<file path="src/rtl/shift_rx_pkg.sv">
// Shared definitions for the serial word receiver: state encoding and default word width.
package shift_rx_pkg;

  localparam int unsigned DefaultWidth = 8;

  typedef enum logic [1:0] {
    StIdle   = 2'd0,
    StShift  = 2'd1,
    StParity = 2'd2
  } rx_state_e;

endpackage

</file>
<file path="src/rtl/shift_word_receiver_bit_counter.sv">
// Up-counter of received bits with synchronous clear/enable and a terminal flag at WIDTH-1.
module bit_counter #(
  parameter int unsigned WIDTH = 8
) (
  input  logic                     clock,
  input  logic                     reset,
  input  logic                     clear,
  input  logic                     enable,
  output logic [$clog2(WIDTH)-1:0] count,
  output logic                     terminal
);

  localparam int unsigned CntW = $clog2(WIDTH);

  logic [CntW-1:0] count_q, count_d;

  always_comb begin
    count_d = count_q;
    if (clear) begin
      count_d = '0;
    end else if (enable) begin
      count_d = count_q + CntW'(1);
    end
  end

  always_ff @(posedge clock) begin
    if (reset) begin
      count_q <= '0;
    end else begin
      count_q <= count_d;
    end
  end

  assign count    = count_q;
  assign terminal = (count_q == CntW'(WIDTH - 1));

endmodule

</file>
<file path="src/rtl/shift_word_receiver.sv">
// Serial-in, parallel-out word receiver with a valid/ready holding register.
// Define RX_PARITY_CHECK_EN to expect an even-parity bit after each data word.
module shift_word_receiver
  import shift_rx_pkg::*;
#(
  parameter int unsigned WIDTH = DefaultWidth
) (
  input  logic             clock,
  input  logic             reset,
  input  logic             start,
  input  logic             msb_first,
  input  logic             bit_in,
  input  logic             bit_valid,
  output logic [WIDTH-1:0] word_out,
  output logic             word_valid,
  input  logic             word_ready,
  output logic             busy,
  output logic             overrun,
  output logic             parity_err
);

  localparam int unsigned CntW = $clog2(WIDTH);

  rx_state_e        state_q, state_d;
  logic [WIDTH-1:0] sreg_q, sreg_d, shifted;
  logic             dir_q, dir_d;
  logic [CntW-1:0]  count;
  logic             terminal;
  logic             cnt_clear, accept_bit;

  logic             write_en;
  logic [WIDTH-1:0] write_word;
  logic             write_drop;

  logic [WIDTH-1:0] word_out_q, word_out_d;
  logic             word_valid_q, word_valid_d;
  logic             overrun_q, overrun_d;
  logic             busy_q;

  bit_counter #(
    .WIDTH(WIDTH)
  ) u_bit_counter (
    .clock   (clock),
    .reset   (reset),
    .clear   (cnt_clear),
    .enable  (accept_bit),
    .count   (count),
    .terminal(terminal)
  );

  assign shifted = dir_q ? {sreg_q[WIDTH-2:0], bit_in} : {bit_in, sreg_q[WIDTH-1:1]};

`ifdef RX_PARITY_CHECK_EN
  logic write_par;
  logic parity_q;
`endif

  // Frame sequencing; start always wins and restarts the frame from scratch.
  always_comb begin
    state_d    = state_q;
    sreg_d     = sreg_q;
    dir_d      = dir_q;
    cnt_clear  = 1'b0;
    accept_bit = 1'b0;
    write_en   = 1'b0;
    write_word = shifted;
`ifdef RX_PARITY_CHECK_EN
    write_par  = 1'b0;
`endif
    if (start) begin
      state_d   = StShift;
      sreg_d    = '0;
      dir_d     = msb_first;
      cnt_clear = 1'b1;
    end else begin
      unique case (state_q)
        StIdle: begin
        end
        StShift: begin
          if (bit_valid) begin
            accept_bit = 1'b1;
            sreg_d     = shifted;
            if (terminal) begin
`ifdef RX_PARITY_CHECK_EN
              state_d = StParity;
`else
              state_d  = StIdle;
              write_en = 1'b1;
`endif
            end
          end
        end
`ifdef RX_PARITY_CHECK_EN
        StParity: begin
          if (bit_valid) begin
            state_d    = StIdle;
            write_en   = 1'b1;
            write_word = sreg_q;
            write_par  = ^{sreg_q, bit_in};
          end
        end
`endif
        default: state_d = StIdle;
      endcase
    end
  end

  // A completed word is dropped only if the held word is still unconsumed this cycle.
  assign write_drop = word_valid_q && !word_ready;

  always_comb begin
    word_out_d   = word_out_q;
    word_valid_d = word_valid_q;
    overrun_d    = overrun_q;
    if (word_valid_q && word_ready) begin
      word_valid_d = 1'b0;
    end
    if (write_en) begin
      if (write_drop) begin
        overrun_d = 1'b1;
      end else begin
        word_out_d   = write_word;
        word_valid_d = 1'b1;
      end
    end
  end

  always_ff @(posedge clock) begin
    if (reset) begin
      state_q      <= StIdle;
      sreg_q       <= '0;
      dir_q        <= 1'b0;
      word_out_q   <= '0;
      word_valid_q <= 1'b0;
      overrun_q    <= 1'b0;
      busy_q       <= 1'b0;
    end else begin
      state_q      <= state_d;
      sreg_q       <= sreg_d;
      dir_q        <= dir_d;
      word_out_q   <= word_out_d;
      word_valid_q <= word_valid_d;
      overrun_q    <= overrun_d;
      busy_q       <= (state_d != StIdle);
    end
  end

`ifdef RX_PARITY_CHECK_EN
  always_ff @(posedge clock) begin
    if (reset) begin
      parity_q <= 1'b0;
    end else if (write_en && !write_drop) begin
      parity_q <= write_par;
    end
  end

  assign parity_err = parity_q;
`else
  assign parity_err = 1'b0;
`endif

  assign word_out   = word_out_q;
  assign word_valid = word_valid_q;
  assign overrun    = overrun_q;
  assign busy       = busy_q;

endmodule

</file>
<file path="config.mk">
export PLATFORM = sky130hd
export DESIGN_NAME = shift_word_receiver
export DESIGN_NICKNAME = d
export VERILOG_FILES = /design/src/rtl/shift_rx_pkg.sv /design/src/rtl/shift_word_receiver_bit_counter.sv /design/src/rtl/shift_word_receiver.sv
export SDC_FILE = /design/constraint.sdc
export NUM_CORES = 1
export LEC_CHECK = 0
export ABC_AREA = 0
export CAP_MARGIN = 20
export CORE_ASPECT_RATIO = 0.8
export CORE_MARGIN = 5
export CORE_UTILIZATION = 40
export DETAILED_ROUTE_END_ITERATION = 12
export PLACE_DENSITY = 0.6
export REMOVE_ABC_BUFFERS = 1
export SYNTH_ARGS = -nofsm -noshare
export SYNTH_HDL_FRONTEND = slang
export SYNTH_SLANG_ARGS = --single-unit
</file>
<file path="constraint.sdc">
create_clock -name clock -period 2.1 [get_ports clock]
set_input_delay 0.21 -clock clock [delete_from_list [all_inputs] [get_ports clock]]
set_output_delay 0.21 -clock clock [all_outputs]
set_load 0.05 [all_outputs]
</file>
==> flow_summary.yaml, run 1 <==
# flow metrics
sta:
  slew_violations: 0
  worst_slew_margin_rel_pct: 55.0
  setup_viol: 0
  tns_ns: 0
  max_freq_mhz: 590
  setup_ws_ns: 0.405
  grt_setup_unrepaired: "false"
  hold_violations: 0
  fin_hold_ws_ns: 0.480
  final.min_clock_period_ns: 1.69
  skew_ns: 0.00777
  worst_slew_pin_slew_ns: 0.676
placement:
  place_congestion: 0.744
  pre_cts_slack_ns: 0.443
  port_buffers: 17
  dp.cells: 157
setup_path:
  r2r-end: "word_out[6]$_SDFFE_PP0P_"
  path_delay_family: "buffers and inverters"
  critPathCaptureType: "output pin"
  crit_required_ns: 1.89
  path_buffers: 1
  r2r_cells: 6
  path_class: "register to output pin"
  path_max_fanout: 2
  regToRegSetupSlack_ns: 0.64
  cp_slowest_cell: "clkdlybuf4s50_1"
  cp_cell_sequence: "clkdlybuf4s50_1"
  crit_arrival_ns: 1.48
  worstReg2RegStart: "u_bit_counter.count[0]$_SDFFE_PP0P_"
  start_kind: "register"
  cpPeakStageDelay_ns: 0.81
power:
  p_leak_uw: 0.000418
  peakVddDrop_v: 0.000385
  power.density_nw_per_um2: 595
die:
  die_x_um: 68.9
  std_cell_rows: 17
  io_pins: 19
  die_area_um2: 3930
  die_y_um: 57.1
layout:
  mostFrequentLayoutCell: "dfxtp_1"
  drive_gt1_share_pct: 7.32
  synthToLayoutAreaGrowth_pct: 14.5
  nNetsFinal: 133
  instances_no_fill: 161
  final-seq-area_um2: 500
  most-common-layout-cells: "dfxtp_1 (25), clkdlybuf4s50_1 (17), nor2_1 (14)"
  insertedDiodeCount: 0
  logic_area_um2: 497
cts:
  clock_path_buffers: 2
  cts_buffers: 3
  cts_max_level: 1
  clk_pin_slew_ns: 0.13
  insertion_delay_ns: 0.31
  cts_resized: 0
  tritoncts: "yes"
  cts_root_buf: "clkbuf_4"
  cts_sinks: 25
  post_cts_buffers: 0
  cts_hold_buf: 0
synthesis:
  ys_sh_aoi_pct: 11.5
  synth_area_per_cell_um2: 10.2
  ys_seq_share_pct: 45.1
  ys_top_logic_family: "simple AND/OR/NAND/NOR gates"
  ys_sh_adder_pct: 2.25
  synth_stat.cells: 109
  synth_flops: 25
  yosysUniqueCellTypes: 24
  synth-xor-area-share_pct: 0.789
  syn-cell-area_um2: 1110
  syn_inst: 109
  mux_share_pct: 9.92
  yosysWarningCount: 0
  ys_sh_simple_pct: 19.6
min_path:
  hp-start: "overrun$_SDFFE_PP0P_"
  hold_class: "register to register"
  holdPathStages: 2
  holdPathEnd: "overrun$_SDFFE_PP0P_"
drt:
  final_antenna_net_count: 0
  drc: 0
  detail_route.first_pass.iterations: 4
  viasPerCell: 5.09
  wl_per_cell_um: 12.6
run_status:
  status: "completed"
flow_run:
  warnings: 25
  maxCapViolations: 0
global_routing:
  first_global_vias: 810
  antenna_found_initial: 0
  grt_max_degree: 20
  grt_pass1_wl_um: 3620
  gr-total-overflow: 0
  grt_usage_pct: 11.9
## run 1: Yosys cell counts
cell	n	area share [%]
buf_8	1	1.4
ha_1	2	2.3
and3b_1	2	1.6
a21oi_1	2	0.90
nor3b_2	1	1.1
dfxtp_1	25	45
xnor2_1	1	0.79
a31oi_1	8	4.5
buf_6	3	3.0
nor2b_1	1	0.56
a211oi_1	8	5.4
nand2b_1	2	1.1
buf_2	3	1.4
o31ai_1	1	0.68
clkbuf_8	3	3.7
nand4_1	8	4.5
mux2i_1	11	9.9
nand2_1	2	0.68
nor2_1	14	4.7
or2_2	1	0.56
clkbuf_1	1	0.34
nor3b_1	7	4.7
conb_1	1	0.34
buf_4	1	0.68
## run 1: report_power, final
part           internal (µW)  leakage, µW  total [µW]  switching [µW]
Combinational           27.9     0.000200        62.2            34.3
Clock                   74.2    0.0000150         205             131
Sequential               482     0.000203         489            7.41
## run 1: how the worst max path moves through the flow
stage	start	to	slack, ns	cells past startpoint
after floorplan	word_valid$_SDFF_PP0_	word_out[6]$_SDFFE_PP0P_	0.64	3
after detailed placement	word_ready	word_out[5]$_SDFFE_PP0P_	0.44	4
after global placement	word_ready	word_out[4]$_SDFFE_PP0P_	0.54	4
after global routing	word_out[5]$_SDFFE_PP0P_	word_out[5]	0.35	1
after CTS	word_out[5]$_SDFFE_PP0P_	word_out[5]	0.39	1
final	word_out[5]$_SDFFE_PP0P_	word_out[5]	0.41	1
## run 1: per-layer routing
metal / track usage [%] / share of wire, % / vias to the layer above
met1: 15.0 / 47 / 387
li1: - / - / 418
met3: 5.31 / 5.2 / 2
met4: 2.50 / 0.49 / 0
met2: 18.8 / 47 / 13
met5: 0 / 0 / -
## run 1: logic make-up after synthesis
kind of cell               after synthesis
buffers and inverters                   12
DFF                                     25
muxes                                   11
xor gates and xnor gates                 1
and+or+nand+nor                         38
AOI/OAI and AO/OA                       19
other                                    1
adders and majority gates                2
## run 1: through the flow
| step | cell area, µm² | total power (µW) | util, % |
|---|---|---|---|
| CTS | 1270 | 773 | 47.1 |
| detailed placement | 1240 | 562 | 46.1 |
| global route | 1270 | 796 | 47.1 |
| finish | 1270 | 756 | 47.1 |
| floorplan | 997 | 532 | - |
| global placement | 1240 | 561 | 46.1 |
## run 1: flip-flops by register name (all words and copies together) (netlist names)
name / flops
overrun: 1
sreg_q: 8
word_valid: 1
state_q: 2
word_out: 8
busy: 1
dir_q: 1
u_bit_counter.count: 3
## run 1: final cells by class
cell class                 instances  share of cell area (%)
tap                               38                    3.74
sequential                        25                    39.4
timing repair buffer              21                    15.7
multi-input combinational         73                    39.1
clock buffer                       4                    2.07
Fig. 1: run 1, the metal 1 layer
Bar = 20 µm. Cells faint in the background.
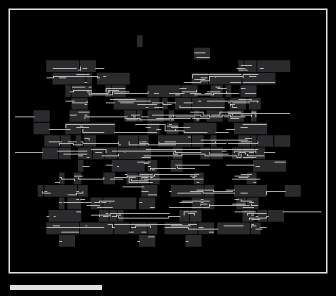
longest straight run: 24.4 µm
share of all routed wire: 47%
nets with wire on the layer: 120
total number of vias: 820
Routed WL: 2030 µm
met1 Usage GRT: 15.0%

Fig. 2: run 1, metal 2
Cells faint in the background.
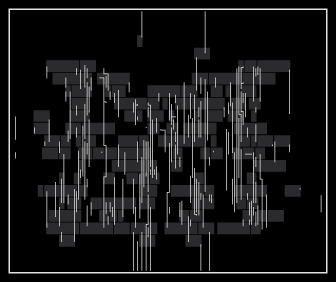
nets with wire on the layer: 115
wire length on this layer: 962 µm
longest straight run: 29.2 µm
main direction: vertical
met2 usage: 18.8%

Fig. 3: run 1, met3 routing
Bar = 20 µm. Cells faint in the background.
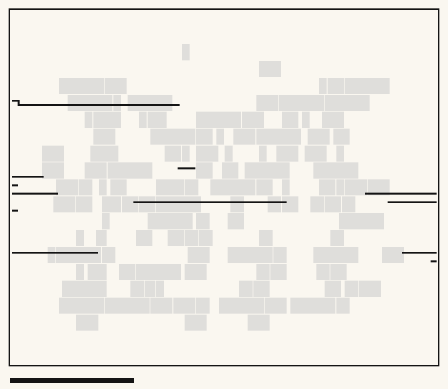
main direction: horizontal
share of all routed wire: 5.2%
wire length on this layer: 106 µm
M3 GR Usage: 5.31%

Fig. 4: run 1, placed standard cells
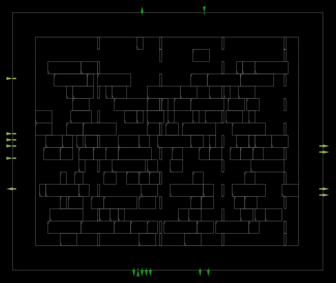
tap cells: 38
final core occ: 47.1%
Fillers: 268
core area: 2700 µm²

Fig. 5: run 1, sequential cells colored by netlist name
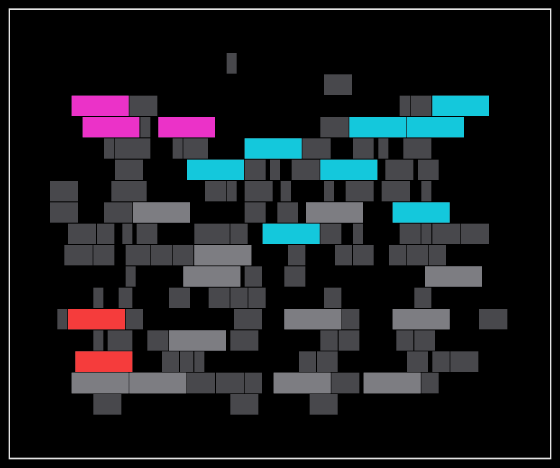

==> run 2, diff against run 1 <==
- PLACE_DENSITY: 0.6 -> 0.63
- clock period: 2.1 -> 1.45 ns (I/O delays scaled with it)
Fig. 6: run 2, sequential cells colored by netlist name
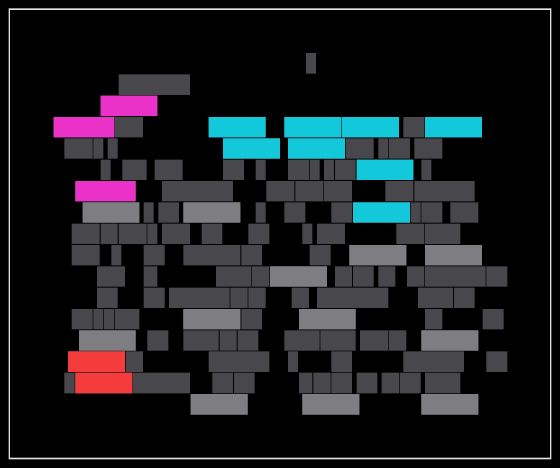
| color | signal | sequential cells |
|---|---|---|
| magenta | u_bit_counter.count | 3 |
| cyan | sreg_q | 8 |
| red | state_q | 2 |
Power Sequential: 703 µW
final core occ: 54.0%

Fig. 7: run 2, met3 routing
Bar = 20 µm. Cells faint in the background.
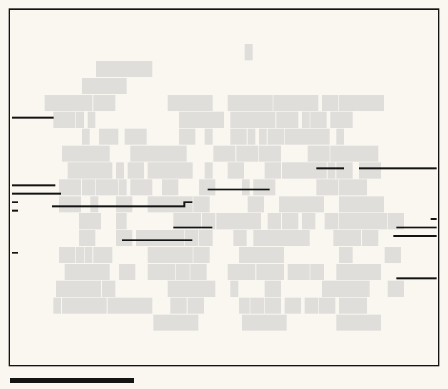
longest straight run: 21.2 µm
share of all routed wire: 4.7%
total number of vias: 847
M3 GR Usage: 5.12%
Routed WL: 2310 µm

==> run 2 against run 1 <==
Effect of this change:
- die size unchanged
- cell area up 15%
- via count up 3.3%
- non-clock buffer count up 5
- critical path depth up 5
- highest routed layer unchanged
==> flow_summary.yaml, run 2 <==
# flow metrics
drt:
  wl_met3_um: 108
  detail_route.first_pass.iterations: 4
  wl_met1_um: 1010
  final_antenna_net_count: 0
  wl_met2_um: 1180
  drt-initial-drc-count: 58
  wl_per_cell_um: 13.9
  drc: 0
  viasPerCell: 5.10
  highest_layer: "met4"
min_path:
  hold_class: "input port to register"
  hp-start: "msb_first"
  holdPathStages: 3
global_routing:
  first_global_vias: 818
  grt_pass1_wl_um: 3480
  grt_max_degree: 20
  grt_usage_pct: 11.8
  gr-total-overflow: 0
  antenna_found_initial: 0
die:
  die_y_um: 57.1
  initCoreUtil_pct: 41.1
  io_pins: 19
  die_x_um: 68.9
  die_area_um2: 3930
  std_cell_rows: 17
  core_area_um2: 2700
layout:
  most-common-layout-cells: "dfxtp_1 (23), buf_4 (17), nor2_1 (14)"
  drive_gt1_share_pct: 32.0
  fin_area_um2: 1460
  insertedDiodeCount: 0
  synthToLayoutAreaGrowth_pct: 31.5
  nNetsFinal: 138
  instances_no_fill: 166
  nFillCells: 258
  mostFrequentLayoutCell: "dfxtp_1"
setup_path:
  crit_required_ns: 1.67
  critPathCaptureType: "register"
  start_kind: "register"
  r2r_cells: 6
  crit_arrival_ns: 1.63
  path_max_fanout: 9
  critPathLaunch: "u_bit_counter.count[0]$_SDFFE_PP0P_"
  path_class: "register to register"
  worstReg2RegStart: "u_bit_counter.count[0]$_SDFFE_PP0P_"
synthesis:
  yosysWarningCount: 0
  yosys-top-cells-count: "dfxtp_1 (25), nor2_1 (14), mux2i_1 (11)"
  synth_top_area_share_pct: 45.1
  synth_flops: 25
  ff_type: "dfxtp_1"
  ys_seq_share_pct: 45.1
  syn-cell-area_um2: 1110
  top_cells_by_area: "dfxtp_1 (45%), mux2i_1 (9.9%), a211oi_1 (5.4%), nor2_1 (4.7%), nor3b_1 (4.7%)"
  synth_stat.cells: 109
  syn_inst: 109
  synth_area_per_cell_um2: 10.2
  largest_area_cell: "dfxtp_1"
  yosysUniqueCellTypes: 24
  top_cell: "dfxtp_1"
  edf_count: 0
  yosys_area_um2: 1110
  async_flop_share_pct: 0
placement:
  place_area_um2: 1260
  port_buffers: 17
  dp_hpwl_um: 1530
  dp.cells: 160
  place_congestion: 0.713
cts:
  cts_root_buf: "clkbuf_4"
  clk_pin_slew_ns: 0.13
  clock_path_buffers: 2
  insertion_delay_ns: 0.31
  cts_hold_buf: 0
  cts_max_level: 1
  cts_sinks: 25
  tritoncts: "yes"
  cts_buffers: 3
sta:
  final.min_clock_period_ns: 1.42
  finalClockPeriodUsage_pct: 97.7
  skew_ns: 0.00516
  grt_setup_unrepaired: "true"
  setup_viol: 0
  fin_hold_ws_ns: 0.460
  max_freq_mhz: 706
  slew_violations: 0
  tns_ns: 0
  hold_violations: 0
power:
  p_int_uw: 851
  p_leak_uw: 0.000491
  clkPwrFrac_pct: 27.3
  power.density_nw_per_um2: 764
  peakVddDrop_v: 0.000559
  p_sw_share_pct: 23.6
  seqPwrFrac_pct: 63.1
  p_sw_uw: 263
  total_power_uw: 1110
  power_frac_comb_pct: 9.7
run_status:
  status: "completed"
flow_run:
  warnings: 26
  maxCapViolations: 0
run 2: cell type report:
class | count | area, µm² | share of cell area [%]
multi-input cells | 73 | 629 | 43.1
flip-flops and latches | 25 | 503 | 34.5
repair buffers | 26 | 253 | 17.3
well taps | 38 | 47.5 | 3.26
clock buffers | 4 | 26.3 | 1.80
run 2: power by group through the flow:
stage / registers, µW / logic (µW) / clock network, µW
2_1_floorplan: 728 / 43.0 / 0
3_3_place_gp: 717 / 101 / 0
3_5_place_dp: 718 / 103 / 0
4_1_cts: 703 / 103 / 319
5_1_grt: 704 / 116 / 353
6_report: 703 / 108 / 304
run 2: worst max-delay path, stage by stage (launching register included):
cell and delay [ns]:
dfxtp_2 0.38, ha_4 0.14, ha_4 0.12, and3b_2 0.24, buf_12 0.16, nand4_1 0.11
nor3b_2 0.18
run 2: metal layers:
metal | up-vias | GRT usage, %
met5 | - | 0
met4 | 0 | 3.33
met3 | 2 | 5.12
met2 | 19 | 20.0
met1 | 392 | 13.3
li1 | 434 | -
run 2: cell families after synthesis:
| family | share of synthesized area [%] |
|---|---|
| simple gates | 19.6 |
| other cells | 0.338 |
| compound gates | 11.5 |
| xor+xnor | 0.789 |
| fa+ha+maj | 2.25 |
| flops | 45.1 |
| buf+inv | 10.5 |
| mux | 9.92 |
run 2: repair_timing:
action                                  in CTS  in global routing
endpoints found under the setup margin       0                  9
gates resized                                0                 23
setup buffers                                0                  1
run 2: final timing paths:
kind | end | slack (ns)
min | dir_q$_SDFFE_PP0P_ | 0.46
min reg2reg | overrun$_SDFFE_PP0P_ | 0.51
max reg2reg | word_out[3]$_SDFFE_PP0P_ | 0.03
max | word_out[3]$_SDFFE_PP0P_ | 0.03
run 2: through the flow:
stage	worst slack (ns)	util, %
2_1_floorplan	-0.00755	-
3_3_place_gp	0.0690	46.8
3_5_place_dp	0.0266	46.8
4_1_cts	0.0183	47.8
5_1_grt	-0.0413	54.0
6_report	0.0336	54.0
==> run 3, diff against run 2 <==
- CTS_CLUSTER_SIZE: unset -> 14
Fig. 8: run 3, placed standard cells
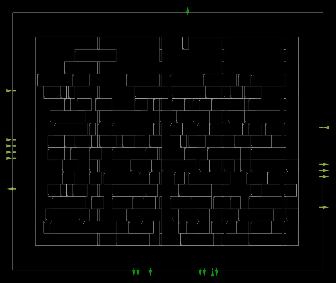
Seq area share: 34.5%
Non-Filler Instances: 166
# rows: 17
Fillers: 258

Fig. 9: run 3, metal 2
Cells faint in the background.
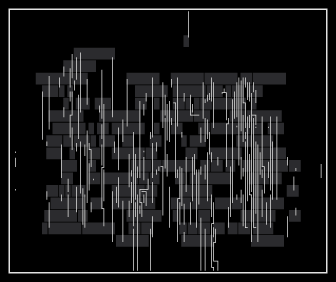
nets with wire on the layer: 122
wire length on this layer: 1,180 µm
share of all routed wire: 51%
main direction: vertical

==> run 3 against run 2 <==
Effect of this change:
- fmax stayed put
- setup slack unchanged
- first-iteration DRC count unchanged
- cell count unchanged
- critical path type unchanged
- largest cell class unchanged
==> flow_summary.yaml, run 3 <==
# flow metrics
cts:
  clk_pin_slew_ns: 0.13
  clock_path_buffers: 2
  cts_max_level: 1
  tritoncts: "yes"
  cts_buffers: 3
  cts_root_buf: "clkbuf_4"
  insertion_delay_ns: 0.31
  cts_sinks: 25
synthesis:
  yosys-top-cells-count: "dfxtp_1 (25), nor2_1 (14), mux2i_1 (11)"
  syn-cell-area_um2: 1110
  async_flop_share_pct: 0
  synth_area_per_cell_um2: 10.2
  synth_stat.cells: 109
  edf_count: 0
  yosysUniqueCellTypes: 24
  largest_area_cell: "dfxtp_1"
  top_cell: "dfxtp_1"
  synth_flops: 25
  ys_seq_share_pct: 45.1
  synth_top_area_share_pct: 45.1
  yosysWarningCount: 0
  syn_inst: 109
  ff_type: "dfxtp_1"
  top_cells_by_area: "dfxtp_1 (45%), mux2i_1 (9.9%), a211oi_1 (5.4%), nor2_1 (4.7%), nor3b_1 (4.7%)"
  yosys_area_um2: 1110
sta:
  skew_ns: 0.00516
  grt_setup_unrepaired: "true"
  finalClockPeriodUsage_pct: 97.7
  slew_violations: 0
  hold_violations: 0
  max_freq_mhz: 706
  setup_viol: 0
  final.min_clock_period_ns: 1.42
setup_path:
  crit_arrival_ns: 1.63
  path_max_fanout: 9
  critPathLaunch: "u_bit_counter.count[0]$_SDFFE_PP0P_"
  path_common_cell: "ha_4"
  critPathCaptureType: "register"
  path_buffers: 1
  crit_required_ns: 1.67
  cpPeakStageDelay_ns: 0.38
  path_delay_family: "simple AND/OR/NAND/NOR gates"
  start_kind: "register"
  cp_slowest_cell: "dfxtp_2"
  worstReg2RegStart: "u_bit_counter.count[0]$_SDFFE_PP0P_"
  path_class: "register to register"
  cp_cell_sequence: "ha_4 -> ha_4 -> and3b_2 -> buf_12 -> nand4_1 -> nor3b_2"
layout:
  drive_gt1_share_pct: 32.0
  fin_util_pct: 54.0
  nNetsFinal: 138
  synthToLayoutAreaGrowth_pct: 31.5
  most-common-layout-cells: "dfxtp_1 (23), buf_4 (17), nor2_1 (14)"
  mostFrequentLayoutCell: "dfxtp_1"
  insertedDiodeCount: 0
power:
  p_sw_uw: 263
  power.density_nw_per_um2: 764
  p_sw_share_pct: 23.6
  peakVddDrop_v: 0.000559
  clkPwrFrac_pct: 27.3
  seqPwrFrac_pct: 63.1
  p_leak_uw: 0.000491
  p_int_uw: 851
  power_frac_comb_pct: 9.7
drt:
  detail_route.first_pass.iterations: 4
  drt-initial-drc-count: 58
  drc: 0
  wl_um: 2310
  viasPerCell: 5.10
  wl_per_cell_um: 13.9
  final_antenna_net_count: 0
  num_vias: 847
global_routing:
  first_global_vias: 818
  antenna_found_initial: 0
  grt_max_degree: 20
  grt_pass1_wl_um: 3480
  grt_usage_pct: 11.8
  gr-total-overflow: 0
die:
  die_y_um: 57.1
  io_pins: 19
  die_x_um: 68.9
  die_area_um2: 3930
  initCoreUtil_pct: 41.1
  core_area_um2: 2700
flow_run:
  warnings: 26
  maxCapViolations: 0
run_status:
  status: "completed"
placement:
  dp.cells: 160
  port_buffers: 17
  dp_hpwl_um: 1530
  place_congestion: 0.713
min_path:
  hp-start: "msb_first"
  hold_class: "input port to register"
## run 3: repair_timing
action / CTS / global route
buffers inserted: 0 / 1
resized: 0 / 23
endpoints found under the hold margin: 0 / 0
hold buffers: 0 / 0
endpoints found under the setup margin: 0 / 9
## run 3: kinds of logic after synthesis
group	after synthesis	synth area share, %
AND-OR/OR-AND	19	11.5
XOR/XNOR	1	0.789
AND/OR/NAND/NOR	38	19.6
flip-flops	25	45.1
other	1	0.338
multiplexers	11	9.92
adder cells (fa/ha/maj)	2	2.25
buffers and inverters	12	10.5
## run 3: layer usage
metal	GRT usage (%)	routed length [µm]
met5	0	0
met4	3.33	14
met3	5.12	108
met2	20.0	1180
met1	13.3	1010
## run 3: worst paths after layout
check | to | slack [ns] | depth (start not counted)
min | dir_q$_SDFFE_PP0P_ | 0.46 | 3
max reg2reg | word_out[3]$_SDFFE_PP0P_ | 0.03 | 6
min reg2reg | overrun$_SDFFE_PP0P_ | 0.51 | 2
max | word_out[3]$_SDFFE_PP0P_ | 0.03 | 6
## run 3: per-stage QoR
stage | hold WS (ns) | area [µm²] | setup slack (ns) | power (µW) | TNS (ns)
after global placement | 0.445 | 1260 | 0.0690 | 818 | 0
after detailed placement | 0.482 | 1260 | 0.0266 | 820 | 0
after floorplan | 0.214 | 997 | -0.00755 | 771 | -0.00755
final | 0.460 | 1460 | 0.0336 | 1110 | 0
after CTS | 0.455 | 1290 | 0.0183 | 1130 | 0
after global routing | 0.487 | 1460 | -0.0413 | 1170 | -0.0883
## run 3: cell type report
cell class | instances | area [µm²] | share of cell area (%)
Multi-Input combinational cell | 73 | 629 | 43.1
Timing Repair Buffer | 26 | 253 | 17.3
Sequential cell | 25 | 503 | 34.5
Tap cell | 38 | 47.5 | 3.26
Clock buffer | 4 | 26.3 | 1.80
## run 3: worst register-to-register path: cells and delay by family (launching register included)
| family | cells | cell delay [ns] |
|---|---|---|
| DFF | 1 | 0.38 |
| buffers and inverters | 1 | 0.16 |
| and+or+nand+nor | 3 | 0.53 |
| adders and majority gates | 2 | 0.26 |
## run 3: power groups by stage
| stage | Clock, µW | Sequential (µW) | Combinational [µW] |
|---|---|---|---|
| 6_report | 304 | 703 | 108 |
| 4_1_cts | 319 | 703 | 103 |
| 5_1_grt | 353 | 704 | 116 |
| 2_1_floorplan | 0 | 728 | 43.0 |
| 3_5_place_dp | 0 | 718 | 103 |
| 3_3_place_gp | 0 | 717 | 101 |
No activity file was given, so power comes from the tool's default toggle rates.
